$ cat config.mk
export PLATFORM = sky130hd
export DESIGN_NAME = frame_uart_serializer
export DESIGN_NICKNAME = d
export VERILOG_FILES = /design/src/rtl/frame_uart_serializer.sv
export SDC_FILE = /design/constraint.sdc
export NUM_CORES = 1
export LEC_CHECK = 0
export ABC_AREA = 1
export CAP_MARGIN = 10
export CORE_AREA = 2 2 458 460
export DETAILED_ROUTE_END_ITERATION = 10
export DIE_AREA = 0 0 460 462
export DONT_BUFFER_PORTS = 1
export GPL_TIMING_DRIVEN = 1
export PLACE_DENSITY = 0.43
export SLEW_MARGIN = 40
export SYNTH_ARGS = -nofsm -noshare
export SYNTH_HDL_FRONTEND = slang
export SYNTH_SLANG_ARGS = --single-unit
$ cat constraint.sdc
create_clock -name clk -period 139 [get_ports clk]
set_clock_uncertainty 0.1 [all_clocks]
set_input_delay 27.8 -clock clk [delete_from_list [all_inputs] [get_ports clk]]
set_output_delay 27.8 -clock clk [all_outputs]
set_load 0.01 [all_outputs]
$ cat src/rtl/frame_uart_serializer.sv
// Frame-to-byte serializer: latches a 64 x 18-bit filtered frame on the rising edge
// of inValid and streams it as a header byte plus 3 bytes/sample over valid/ready.

module frame_uart_serializer_lane #(
  parameter int SAMPLE_W = 18
) (
  input  logic [SAMPLE_W-1:0] i_sample,
  output logic [2:0][7:0]     o_bytes
);
  logic [23:0] w_ext;

  // Sign-extend to 24 bits; index 0 is the first (most significant) byte on the wire.
  assign w_ext      = {{(24-SAMPLE_W){i_sample[SAMPLE_W-1]}}, i_sample};
  assign o_bytes[0] = w_ext[23:16];
  assign o_bytes[1] = w_ext[15:8];
  assign o_bytes[2] = w_ext[7:0];
endmodule

module frame_uart_serializer #(
  parameter int          N_SAMPLES = 64,
  parameter int          SAMPLE_W  = 18,
  parameter logic [7:0]  HEADER    = 8'hA5
) (
  input  logic                          clk,
  input  logic                          rst,
  input  logic [N_SAMPLES*SAMPLE_W-1:0] inFrame,
  input  logic                          inValid,
  output logic [7:0]                    outByte,
  output logic                          outValid,
  input  logic                          outReady,
  output logic                          busy,
  output logic                          frameDone,
  output logic                          overrun
);
  localparam int SIDX_W = $clog2(N_SAMPLES);

  typedef enum logic [1:0] {IDLE, HDR, SAMP} state_t;

  state_t                             r_state, w_state_nxt;
  logic [N_SAMPLES-1:0][SAMPLE_W-1:0] r_frame;
  logic [N_SAMPLES-1:0][2:0][7:0]     w_lane_bytes;
  logic                               r_in_d;
  logic [SIDX_W-1:0]                  r_sidx, w_sidx_nxt, w_adv_sidx;
  logic [1:0]                         r_bidx, w_bidx_nxt, w_adv_bidx;
  logic [7:0]                         r_byte, w_byte_nxt, w_adv_byte;
  logic [2:0][7:0]                    w_adv_lane;
  logic                               r_vld, w_vld_nxt;
  logic                               r_busy, w_busy_nxt;
  logic                               r_done, w_done_nxt;
  logic                               r_ovr, w_ovr_nxt;
  logic                               w_start, w_xfer, w_last, w_load;

  genvar g;
  generate
    for (g = 0; g < N_SAMPLES; g++) begin : g_lane
      frame_uart_serializer_lane #(.SAMPLE_W(SAMPLE_W)) u_lane (
        .i_sample (r_frame[g]),
        .o_bytes  (w_lane_bytes[g])
      );
    end
  endgenerate

  assign w_start = inValid & ~r_in_d;
  assign w_xfer  = r_vld & outReady;

  // Stream position following the byte currently on the wire.
  always_comb begin
    w_last     = (r_bidx == 2'd2) && (r_sidx == SIDX_W'(N_SAMPLES-1));
    w_adv_bidx = (r_bidx == 2'd2) ? 2'd0 : r_bidx + 2'd1;
    w_adv_sidx = (r_bidx == 2'd2) ? r_sidx + SIDX_W'(1) : r_sidx;
  end

  assign w_adv_lane = w_lane_bytes[w_adv_sidx];

  always_comb begin
    case (w_adv_bidx)
      2'd0:    w_adv_byte = w_adv_lane[0];
      2'd1:    w_adv_byte = w_adv_lane[1];
      default: w_adv_byte = w_adv_lane[2];
    endcase
  end

  always_comb begin
    w_state_nxt = r_state;
    w_sidx_nxt  = r_sidx;
    w_bidx_nxt  = r_bidx;
    w_byte_nxt  = r_byte;
    w_vld_nxt   = r_vld;
    w_busy_nxt  = r_busy;
    w_done_nxt  = 1'b0;
    w_ovr_nxt   = r_ovr;
    w_load      = 1'b0;
    case (r_state)
      IDLE: begin
        if (w_start) begin
          w_load      = 1'b1;
          w_byte_nxt  = HEADER;
          w_vld_nxt   = 1'b1;
          w_busy_nxt  = 1'b1;
          w_state_nxt = HDR;
        end
      end
      HDR: begin
        if (w_start) w_ovr_nxt = 1'b1;
        if (w_xfer) begin
          w_byte_nxt  = w_lane_bytes[0][0];
          w_sidx_nxt  = '0;
          w_bidx_nxt  = '0;
          w_state_nxt = SAMP;
        end
      end
      SAMP: begin
        // A start edge on the final-transfer cycle still counts as an overrun.
        if (w_start) w_ovr_nxt = 1'b1;
        if (w_xfer) begin
          if (w_last) begin
            w_vld_nxt   = 1'b0;
            w_busy_nxt  = 1'b0;
            w_done_nxt  = 1'b1;
            w_sidx_nxt  = '0;
            w_bidx_nxt  = '0;
            w_state_nxt = IDLE;
          end else begin
            w_sidx_nxt  = w_adv_sidx;
            w_bidx_nxt  = w_adv_bidx;
            w_byte_nxt  = w_adv_byte;
          end
        end
      end
      default: w_state_nxt = IDLE;
    endcase
  end

  always_ff @(posedge clk or negedge rst) begin
    if (!rst) begin
      r_state <= IDLE;
      r_in_d  <= 1'b0;
      r_sidx  <= '0;
      r_bidx  <= '0;
      r_byte  <= '0;
      r_vld   <= 1'b0;
      r_busy  <= 1'b0;
      r_done  <= 1'b0;
      r_ovr   <= 1'b0;
    end else begin
      r_state <= w_state_nxt;
      r_in_d  <= inValid;
      r_sidx  <= w_sidx_nxt;
      r_bidx  <= w_bidx_nxt;
      r_byte  <= w_byte_nxt;
      r_vld   <= w_vld_nxt;
      r_busy  <= w_busy_nxt;
      r_done  <= w_done_nxt;
      r_ovr   <= w_ovr_nxt;
    end
  end

  // Frame storage needs no reset: it is only read after a start has loaded it.
  always_ff @(posedge clk) begin
    if (w_load) r_frame <= inFrame;
  end

  assign outByte   = r_byte;
  assign outValid  = r_vld;
  assign busy      = r_busy;
  assign frameDone = r_done;
  assign overrun   = r_ovr;
endmodule

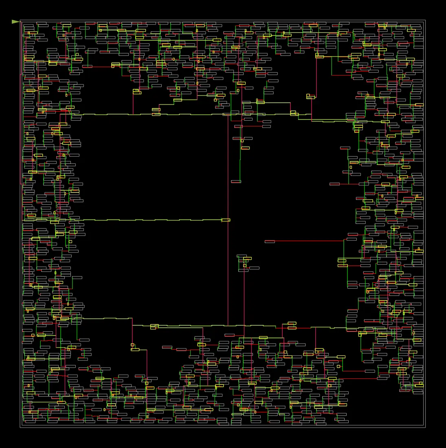
*Clock wiring as the flow saved it*
CTS Buf Count: 141
clock sink total: 1174

==> flow_summary.ini <==
; physical design summary
[cts]
cts_hold_buf = 0
cts_tree = built
clk_latency_ns = 0.78
root_buffer = clkbuf_16
htree_levels = 4
cts_setup_buffers = 0
clk_path_buf_depth = 3

[finish]
seq-cell-share_pct = 63.8
buffer_area_share_pct = 1.36
layout-drive-gt1-share_pct = 7.15
seq_area_um2 = 35100
instances_no_fill = 6732
clock_area_share_pct = 8.06
layout.nets = 4967
multi_input_comb_cells = 2405

[floorplanning]
die_h_um = 462
ioPinCount = 1168

[setup_path]
worstPathArrival_ns = 31.83
criticalPathCategory = in -> reg
worst_path_most_repeated_cell = buf_6
critPathTopFamily = buffers and inverters
cp_max_fo = 95
path_cells = nand2_1, nor2_4, buf_4, buf_12, buf_16, buf_6, buf_6, buf_6

[synth]
synth-edff-count = 1152
ys_chip_area_um2 = 47300
synth_flop_count = 1174

[hold_path]
hold_depth = 2
holdPathEnd = r_state[0]$_DFFE_PN0P_

[run_status]
status = finished clean

[place]
placed_area_um2 = 50300
port_buffers = 0
dp_cells = 6381
gp_congestion = 0.860

[timing]
fin_hold_ws_ns = 0.438
fin_crit_ns = 31.54
maxSlewHeadroom_pct = 39.8
setup_viol = 0

[pwr]
irDropWorstVdd_uv = 14.9
powerComb_uw = 0.0408
pwr-share-clk_pct = 48.2
pg_seq_uw = 389

[drt]
drc = 0
wl_met1_mm = 72.6
ant_nets = 0

[run]
warnings = 37

[global_routing]
grt_max_degree = 154
overflow = 0
grt_use_total_pct = 17.8
grt_busiest_layer = met2
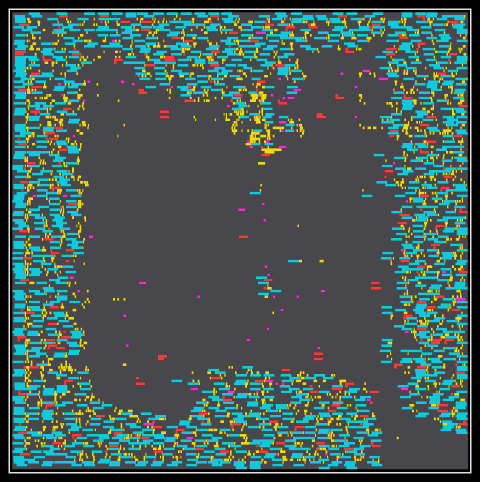
*Cells coloured by class*
(1 px per um) Fill, decap, tap and diode cells in grey.
Key: cyan = sequential cells [cells 1174]; magenta = remaining buffers and delay cells [cells 63]; red = clock drivers and dummy loads [cells 251]; yellow = remaining logic cells [cells 2427]
Util after Layout: 26.5%
cell row count: 168

==> sequential cells by signal, summed over array words and instances (netlist names) <==
signal,count
overrun,1
r_frame,1152
r_sidx,6
busy,1
r_in_d,1
r_bidx,2
r_state,2
outByte,8
frameDone,1
==> kinds of logic after synthesis <==
group | Yosys count
compound gates | 28
simple gates | 2369
flops | 1174
fa+ha+maj | 4
xor+xnor | 4
buf+inv | 296
==> cell usage after synthesis (all sizes together), types with 2 or more instances <==
cell,count,area share [%]
nor3,4,0.066
dfrtp,22,1.2
inv,20,0.16
o22ai,6,0.079
nor2,17,0.14
o21ai,7,0.082
edfxtp,1152,73
a21oi,12,0.13
clkbuf,112,0.89
xor2,4,0.11
clkinv,2,0.016
buf,162,1.7
ha,4,0.11
nand3,1371,15
nand2,976,7.7
Power is estimated from default activity; no workload was simulated.
